$ cat src/rtl/snn_lif_layer.sv
// Purpose   : layer of N_OUT leaky integrate-and-fire neurons fed by N_IN rate-encoded channels.
// Latency   : step sampled at edge t -> done high in cycle t+N_OUT+2; next step accepted the cycle after.
// Backpressure: none; step is dropped while busy, weight writes are accepted in any state.
//
// Ports
//   clk, reset        clock (rising edge), asynchronous active-high reset
//   step              start-timestep pulse, only honoured in IDLE
//   in_value          channel i intensity in bits [i*VAL_W +: VAL_W]
//   w_we/w_addr/w_data weight write port, index = k*N_IN + i (neuron k, input i)
//   in_spikes         encoder spikes of the current or last timestep
//   out_spikes        neuron spikes of the last completed timestep
//   busy, done        timestep in progress / one-cycle pulse as out_spikes updates
module snn_lif_layer #(
   parameter int N_IN       = 8,
   parameter int N_OUT      = 2,
   parameter int VAL_W      = 8,
   parameter int W_W        = 4,
   parameter int V_W        = 12,
   parameter int THRESH     = 64,
   parameter int LEAK_SHIFT = 3,
   parameter int REFRAC     = 2
) (
   input  logic                          clk,
   input  logic                          reset,
   input  logic                          step,
   input  logic [N_IN*VAL_W-1:0]         in_value,
   input  logic                          w_we,
   input  logic [$clog2(N_IN*N_OUT)-1:0] w_addr,
   input  logic signed [W_W-1:0]         w_data,
   output logic [N_IN-1:0]               in_spikes,
   output logic [N_OUT-1:0]              out_spikes,
   output logic                          busy,
   output logic                          done
);

   localparam int N_W = N_IN * N_OUT;
   localparam int AW  = $clog2(N_W);
   localparam int KW  = (N_OUT > 1) ? $clog2(N_OUT) : 1;
   localparam int RW  = (REFRAC > 0) ? $clog2(REFRAC + 1) : 1;
   // Synaptic sum width: N_IN terms of a W_W-bit signed weight, plus one guard bit.
   localparam int S_W = W_W + $clog2(N_IN) + 1;
   // Membrane update is evaluated wide enough that it can never wrap before saturation.
   localparam int E_W = V_W + S_W + 1;

   localparam logic signed [E_W-1:0] V_MAX  = E_W'((2 ** (V_W - 1)) - 1);
   localparam logic signed [E_W-1:0] V_MIN  = E_W'(-(2 ** (V_W - 1)));
   localparam logic signed [V_W-1:0] THR_V  = V_W'(THRESH);
   localparam logic [RW-1:0]         REF_V  = RW'(REFRAC);
   localparam logic [KW-1:0]         K_LAST = KW'(N_OUT - 1);

   typedef enum logic [1:0] {
      S_IDLE,
      S_ENC,
      S_NEUR,
      S_DONE
   } state_t;

   state_t                  state;
   state_t                  state_nxt;
   logic [KW-1:0]           k_idx;
   logic [VAL_W-1:0]        acc        [N_IN];
   logic signed [W_W-1:0]   w_mem      [N_W];
   logic signed [V_W-1:0]   v_mem      [N_OUT];
   logic [RW-1:0]           refrac_mem [N_OUT];
   logic [N_OUT-1:0]        spike_vec;

   logic                    addr_ok;
   logic [AW-1:0]           rd_idx;
   logic signed [S_W-1:0]   syn_sum;
   logic signed [E_W-1:0]   v_ext;
   logic signed [E_W-1:0]   v_raw;
   logic signed [V_W-1:0]   v_sat;
   logic                    fire;

   // When the weight count is a power of two every address is valid.
   if (N_W == (2 ** AW)) begin : g_addr_full
      assign addr_ok = 1'b1;
   end else begin : g_addr_part
      assign addr_ok = (32'(w_addr) < N_W);
   end

   // ---------------- FSM ----------------
   always_ff @(posedge clk or posedge reset) begin
      if (reset) begin
         state <= S_IDLE;
      end else begin
         state <= state_nxt;
      end
   end

   always_comb begin
      state_nxt = state;
      busy      = 1'b1;
      done      = 1'b0;
      case (state)
         S_IDLE: begin
            busy = 1'b0;
            if (step) state_nxt = S_ENC;
         end
         S_ENC:  state_nxt = S_NEUR;
         S_NEUR: if (k_idx == K_LAST) state_nxt = S_DONE;
         S_DONE: begin
            done      = 1'b1;
            state_nxt = S_IDLE;
         end
         default: state_nxt = S_IDLE;
      endcase
   end

   // ---------------- neuron k datapath ----------------
   // Weights are read combinationally, so a same-cycle write is seen only from the next cycle.
   always_comb begin
      syn_sum = '0;
      rd_idx  = '0;
      for (int i = 0; i < N_IN; i++) begin
         rd_idx = AW'(int'(k_idx) * N_IN + i);
         if (in_spikes[i]) syn_sum = syn_sum + S_W'(w_mem[rd_idx]);
      end
   end

   always_comb begin
      v_ext = E_W'(v_mem[k_idx]);
      // >>> rounds toward -inf, so negative potentials also decay toward 0.
      v_raw = v_ext - (v_ext >>> LEAK_SHIFT) + E_W'(syn_sum);
      v_sat = v_raw[V_W-1:0];
      if (v_raw > V_MAX) begin
         v_sat = V_MAX[V_W-1:0];
      end else if (v_raw < V_MIN) begin
         v_sat = V_MIN[V_W-1:0];
      end
      fire = (v_sat >= THR_V);
   end

   // ---------------- state update ----------------
   always_ff @(posedge clk or posedge reset) begin
      if (reset) begin
         k_idx      <= '0;
         in_spikes  <= '0;
         out_spikes <= '0;
         spike_vec  <= '0;
         for (int i = 0; i < N_IN; i++) acc[i] <= '0;
         for (int j = 0; j < N_W; j++) w_mem[j] <= '0;
         for (int k = 0; k < N_OUT; k++) begin
            v_mem[k]      <= '0;
            refrac_mem[k] <= '0;
         end
      end else begin
         if (w_we && addr_ok) w_mem[w_addr] <= w_data;

         case (state)
            S_ENC: begin
               // First-order sigma-delta: the accumulator carry is the spike.
               for (int i = 0; i < N_IN; i++) begin
                  {in_spikes[i], acc[i]} <= {1'b0, acc[i]} + {1'b0, in_value[i*VAL_W +: VAL_W]};
               end
               k_idx <= '0;
            end
            S_NEUR: begin
               if (refrac_mem[k_idx] != '0) begin
                  v_mem[k_idx]      <= '0;
                  refrac_mem[k_idx] <= refrac_mem[k_idx] - 1'b1;
                  spike_vec[k_idx]  <= 1'b0;
               end else if (fire) begin
                  v_mem[k_idx]      <= '0;
                  refrac_mem[k_idx] <= REF_V;
                  spike_vec[k_idx]  <= 1'b1;
               end else begin
                  v_mem[k_idx]      <= v_sat;
                  spike_vec[k_idx]  <= 1'b0;
               end
               k_idx <= (k_idx == K_LAST) ? '0 : k_idx + 1'b1;
            end
            S_DONE: out_spikes <= spike_vec;
            default: ;
         endcase
      end
   end

endmodule

$ cat config.mk
export PLATFORM = sky130hd
export DESIGN_NAME = snn_lif_layer
export DESIGN_NICKNAME = d
export VERILOG_FILES = /design/src/rtl/snn_lif_layer.sv
export SDC_FILE = /design/constraint.sdc
export NUM_CORES = 1
export LEC_CHECK = 0
export ABC_AREA = 1
export CAP_MARGIN = 5
export CORE_MARGIN = 5
export CORE_UTILIZATION = 65
export DETAILED_ROUTE_END_ITERATION = 10
export PLACE_DENSITY = 0.88
export SYNTH_ARGS = -nofsm -noshare
export SYNTH_HDL_FRONTEND = slang
export SYNTH_SLANG_ARGS = --single-unit
$ cat constraint.sdc
create_clock -name clk -period 34.1 [get_ports clk]
set_input_delay 6.82 -clock clk [delete_from_list [all_inputs] [get_ports clk]]
set_output_delay 6.82 -clock clk [all_outputs]
set_load 0.01 [all_outputs]
Figure 1. Routed clock nets over the placement (run 1).
Bar = 50 um.
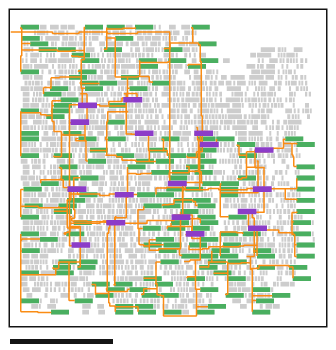
legend:
  cells driving clock nets:
    colour: purple
    count: 17
  clock wires:
    colour: orange
    length: 2490 um
  flip-flops:
    colour: green
    count: 171
flops lie: widely spread

Figure 2. PDN straps and rails (run 1).
Pins as bars on the die edge. Tap cells in grey.
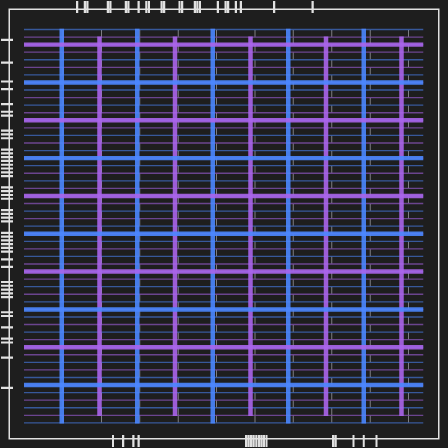
legend:
  VDD:
    colour: purple
  VSS:
    colour: blue
tap cells: 270
rows: 52
signal pins: 88

==> run_results.csv, run 1 <==
group,metric,value,unit
final_timing,report.final.slew_viol_count,0,
worst_setup_path,timing.rr.end,"v_mem[21]$_DFFE_PP0P_",
final_timing,timing_worst_slew_pin_value,0.991,ns
placed_design,globalplace.congestion,0.947,
synth,synth-warning-count,0,
final_layout,fin_area,15100,um2
synth,enable_flop_cells,0,
final_timing,hold-worst-slack,0.480,ns
worst_hold_path,worstHoldPathType,"reg -> reg",
route,detail_route.drc_violations,0,
route,vias_per_cell,5.53,
clock_network,clkLatencyLatePin,0.44,ns
synth,synth.yosys.num_cells,1856,
worst_setup_path,setup.worst_path.start_class,"flop",
synth,most_common_cell,"sky130_fd_sc_hd__nand2_1",
route,highest-signal-layer,"met4",
final_layout,bufAreaShareNonClock,0.0607,
floorplan,initCoreUtil,0.663,
run_status,outcome,"finished, final reports clean",
global_routing,total_routing_resource_utilization_after_global_routing,0.272,
final_layout,fillerInstances,1551,
clock_network,clkSlewWorstSetupHoldPaths,0.07,ns
placed_design,place.port_buffers,87,
synth,syn_avg_cell_area,7.25,um2
worst_setup_path,timing.critical_path.depth,66,
placed_design,hpwlAfterDp,23.1,mm
worst_setup_path,crit_path_end_kind,"flop",
synth,numSynthFlops,171,
run,stage_log_warnings,34,
synth,async_reset_ff_frac,1.00,
worst_setup_path,worst-path-max-fanout,79,
worst_hold_path,hold_depth,2,
route,met3WireLength,1.89,mm
worst_setup_path,beginning_of_the_critical_path,"k_idx$_DFFE_PP0P_",
final_layout,antennaDiodeCount,0,
synth,top_cells_by_count,"sky130_fd_sc_hd__nand2_1, sky130_fd_sc_hd__inv_1, sky130_fd_sc_hd__o21ai_0",
placed_design,place_ws,21.70,ns
global_routing,grt_antenna_before_repair,0,
worst_hold_path,hold-path-endpoint,"acc[48]$_DFFE_PP0N_",
final_layout,fin_nets,2152,
placed_design,post-place-cells,2167,
worst_setup_path,cp_slowest_cell,"sky130_fd_sc_hd__buf_4",
floorplan,chipHeight,154,um
synth,fp_nets,2092,
global_routing,grt_first_pass_wirelength,54.2,mm
clock_network,cts_resized,0,
final_timing,fin_crit,12.51,ns
final_timing,fmax,79.9,MHz
synth,synthDominantAreaCellType,"sky130_fd_sc_hd__dfrtp_1",
clock_network,postCtsSetupBuffers,0,
route,wirelength_met1,13.0,mm
synth,yosysUniqueCellTypes,42,
worst_hold_path,worst_hold_startpoint,"acc[48]$_DFFE_PP0N_",
clock_network,clk_root_buffer_cell,"sky130_fd_sc_hd__clkbuf_16",
worst_setup_path,r2r_start,"k_idx$_DFFE_PP0P_",
route,pre_repair_dr_iteration_count,5,
final_layout,final_common_cell,"sky130_fd_sc_hd__nand2_1",
synth,yosysTopAreaCellShare,0.318,
worst_setup_path,endpoint,"v_mem[21]$_DFFE_PP0P_",
clock_network,cts_tree,"built",
worst_setup_path,arrival_time_worst_endpoint,12.84,ns
synth,netlist_area,13500,um2
run,cap_violations,0,
final_layout,comb_share,0.536,
final_timing,setup_slack,21.59,ns
synth,post_synth_inst_count,1856,
clock_network,ctsLongestPathBuffers,2,
floorplan,core_region_area,20300,um2
final_timing,max-slew-margin-rel,0.339,
final_layout,dominant-cell-class,"multi-input combinational cells",
final_layout,area.growth.synth_to_final,12.2,%
synth,synth_simple_gate_area_share,0.257,
final_layout,n_multi_input_combinational_cell,1407,
placed_design,place_area,14500,um2
worst_setup_path,timing.critical_path.required,34.43,ns
floorplan,tapcell.inserted,270,
global_routing,number_of_global_route_vias_before_repair,11863,
synth,synth.cellmix.compoundShare,0.137,
global_routing,globalRouteOverflowTotal,0,
worst_setup_path,regToRegSetupSlack,21.59,ns
final_timing,final.period_utilization,0.367,
worst_setup_path,crit_type,"reg -> reg",
final_timing,final_hold_viol_count,0,
synth,yosys_stat_chip_area,13500,um2
synth,synth.area.top_cells,"sky130_fd_sc_hd__dfrtp_1, sky130_fd_sc_hd__nand2_1, sky130_fd_sc_hd__ha_1",
route,vias,12154,
synth,post_synth_mux_area_share,0.00223,
global_routing,grt_start_max_net_pins,111,
worst_setup_path,critPathBufInv,7,
route,met2RoutedLength,16.0,mm
floorplan,row_count,52,
final_layout,share_of_final_layout_standard_cells_stronger_than_drive_strength_1,0.0492,
Figure 3. Cell classes on the final placement (run 1).
Bar = 50 um.
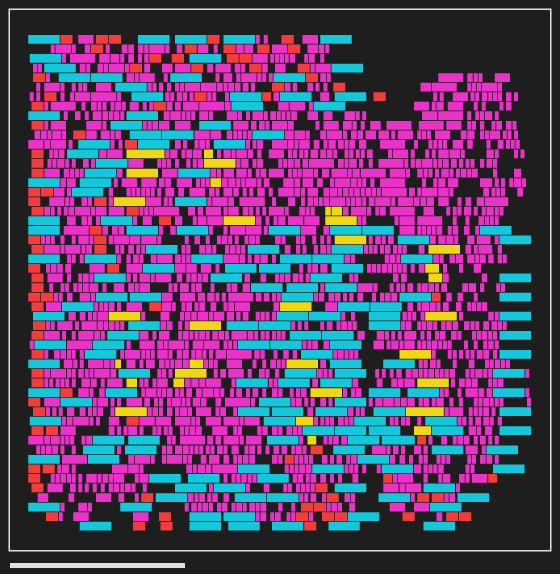
legend:
  other buffers and delay cells:
    colour: red
    cells: 93
    share_of_their_area: 6.2%
  flip-flops:
    colour: cyan
    cells: 171
    share_of_their_area: 29%
  all other logic:
    colour: magenta
    cells: 1633
    share_of_their_area: 61%
  clock drivers and dummy loads:
    colour: yellow
    cells: 32
    share_of_their_area: 4.1%

Figure 4. Clock routing (run 1).
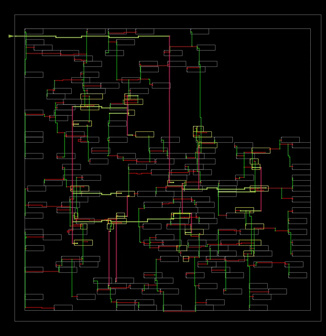
number of sequential cells in the layout: 171
count of clock tree sinks: 171
Clock Buffer Count: 19
total clock buffers created by CTS: 17

[run 1: state kept, by name, summed over array words and instances, names as in the netlist, named ones only]
| register | flops |
|---|---|
| in_spikes | 8 |
| k_idx | 1 |
| w_mem | 64 |
| v_mem | 24 |
| acc | 64 |
| state | 2 |
| refrac_mem | 4 |
| out_spikes | 2 |
Figure 5. Gate families picked out (run 1).
Bar = 50 um.
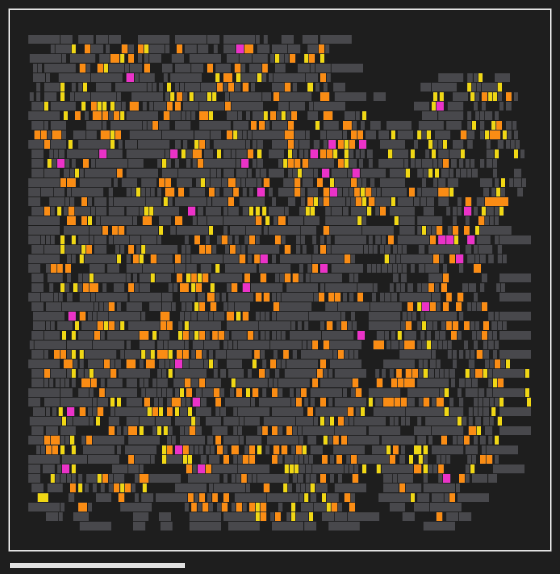

==> inputs of run 2 (changes only) <==
Settings changed: CORE_UTILIZATION 65 to 61, PLACE_DENSITY 0.88 to 0.83.
Clock period 34.1 ns to 12.8 ns, I/O delays scaled along.
Figure 6. Gate families picked out (run 2).
Bar = 50 um.
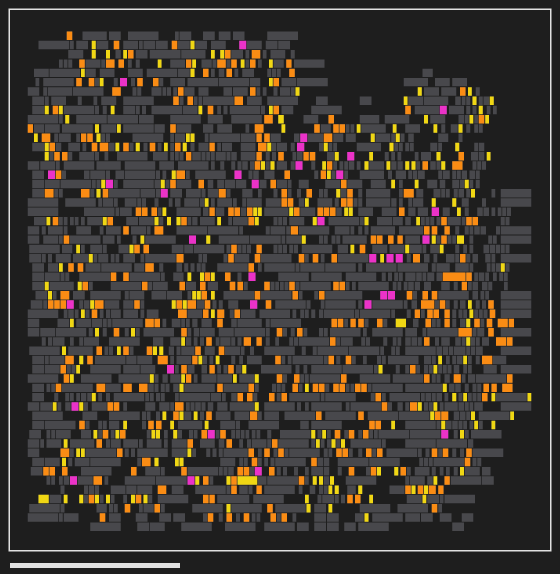
legend:
  inverters:
    colour: yellow
    cells: 227
    where: widely spread
  AND and OR gates:
    colour: magenta
    cells: 33
  inverting AOI/OAI gates:
    colour: orange
    cells: 341
    where: widely spread

Figure 7. Routed clock nets over the placement (run 2).
Bar = 50 um.
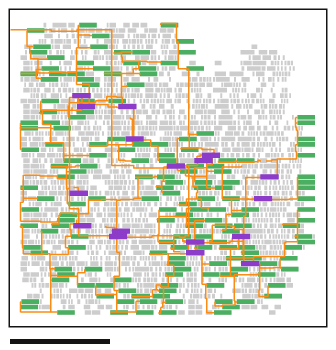
legend:
  flip-flops:
    colour: green
    count: 171
  clock wires:
    colour: orange
    length: 2390 um
  cells driving clock nets:
    colour: purple
    count: 17
flops lie: widely spread

==> run_results.csv, run 2 <==
group,metric,value,unit
run_status,outcome,"finished, final reports clean",
global_routing,globalRouteOverflowTotal,0,
clock_network,cts_resized,0,
worst_setup_path,arrival_time_worst_endpoint,12.07,ns
final_timing,final_hold_viol_count,0,
synth,numSynthFlops,171,
floorplan,core_region_area,21800,um2
worst_setup_path,critPathBufInv,5,
route,vias,12137,
final_layout,clock_buffer_count,19,
global_routing,total_routing_resource_utilization_after_global_routing,0.257,
final_timing,timing_worst_slew_pin_value,1.05,ns
global_routing,grt_start_max_net_pins,117,
synth,synth.area.top_cells,"sky130_fd_sc_hd__dfrtp_1, sky130_fd_sc_hd__nand2_1, sky130_fd_sc_hd__ha_1",
clock_network,clkSlewWorstSetupHoldPaths,0.08,ns
synth,yosysUniqueCellTypes,42,
route,detail_route.drc_violations,0,
placed_design,hpwlAfterDp,23.2,mm
worst_setup_path,cp_slowest_cell,"sky130_fd_sc_hd__fa_1",
final_layout,share_of_final_layout_standard_cells_stronger_than_drive_strength_1,0.0542,
synth,fp_nets,2092,
synth,most_common_cell,"sky130_fd_sc_hd__nand2_1",
placed_design,place_ws,0.535,ns
final_layout,bufAreaShareNonClock,0.0630,
synth,synth-warning-count,0,
final_layout,fillerInstances,1781,
run,stage_log_warnings,34,
final_timing,fmax,85.2,MHz
global_routing,grt_first_pass_wirelength,53.1,mm
route,pre_repair_dr_iteration_count,7,
worst_hold_path,worstHoldPathType,"reg -> reg",
final_timing,final.period_utilization,0.917,
placed_design,place.port_buffers,87,
final_timing,report.final.slew_viol_count,0,
floorplan,initCoreUtil,0.619,
global_routing,grt_antenna_before_repair,0,
placed_design,post-place-cells,2177,
synth,synth_simple_gate_area_share,0.257,
synth,synth.yosys.num_cells,1856,
final_layout,reg_top3,"acc x64, w_mem x64, v_mem x24",
final_timing,fin_crit,11.74,ns
synth,async_reset_ff_frac,1.00,
route,met2RoutedLength,15.7,mm
final_layout,fin_area,15200,um2
global_routing,number_of_global_route_vias_before_repair,11667,
synth,enable_flop_cells,0,
synth,synth.cellmix.compoundShare,0.137,
final_layout,comb_share,0.535,
clock_network,ctsLongestPathBuffers,2,
synth,synthDominantAreaCellType,"sky130_fd_sc_hd__dfrtp_1",
clock_network,cts-buffers-inserted,17,
run,cap_violations,0,
worst_setup_path,timing.critical_path.required,13.13,ns
synth,top_cells_by_count,"sky130_fd_sc_hd__nand2_1, sky130_fd_sc_hd__inv_1, sky130_fd_sc_hd__o21ai_0",
worst_setup_path,setup.worst_path.start_class,"flop",
synth,yosysTopAreaCellShare,0.318,
final_layout,fin_nets,2161,
floorplan,row_count,54,
clock_network,postCtsSetupBuffers,0,
route,highest-signal-layer,"met4",
synth,post_synth_inst_count,1856,
route,vias_per_cell,5.47,
worst_setup_path,crit_type,"reg -> reg",
final_timing,setup_slack,1.06,ns
placed_design,globalplace.congestion,0.903,
Figure 8. PDN straps and rails (run 2).
Pins as bars on the die edge. Tap cells in grey.
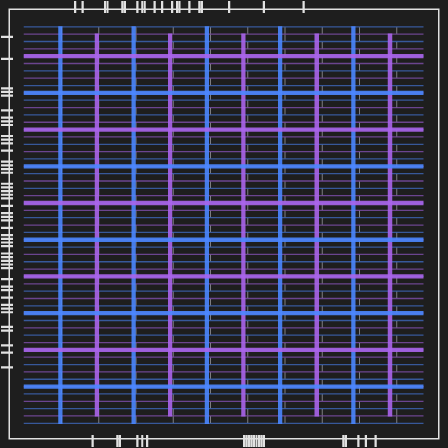
legend:
  VDD:
    colour: purple
  VSS:
    colour: blue
rows: 54
tap cells: 280
met1 rails: 55

## run 2: cell counts after synthesis
No cell type changed its count.
## run 2: final timing paths
| check | from | to | slack, ns | depth (start not counted) |
|---|---|---|---|---|
| hold / removal | acc[16]$_DFFE_PP0N_ | acc[16]$_DFFE_PP0N_ | 0.48 | 2 |
| hold reg to reg | acc[16]$_DFFE_PP0N_ | acc[16]$_DFFE_PP0N_ | 0.48 | 2 |
| setup reg to reg | k_idx$_DFFE_PP0P_ | v_mem[23]$_DFFE_PP0P_ | 1.06 | 65 |
| setup / recovery | k_idx$_DFFE_PP0P_ | v_mem[23]$_DFFE_PP0P_ | 1.06 | 65 |
| min in group asynchronous | reset | acc[51]$_DFFE_PP0N_ | 2.64 | 2 |
| max in group asynchronous | reset | k_idx$_DFFE_PP0P_ | 8.57 | 3 |
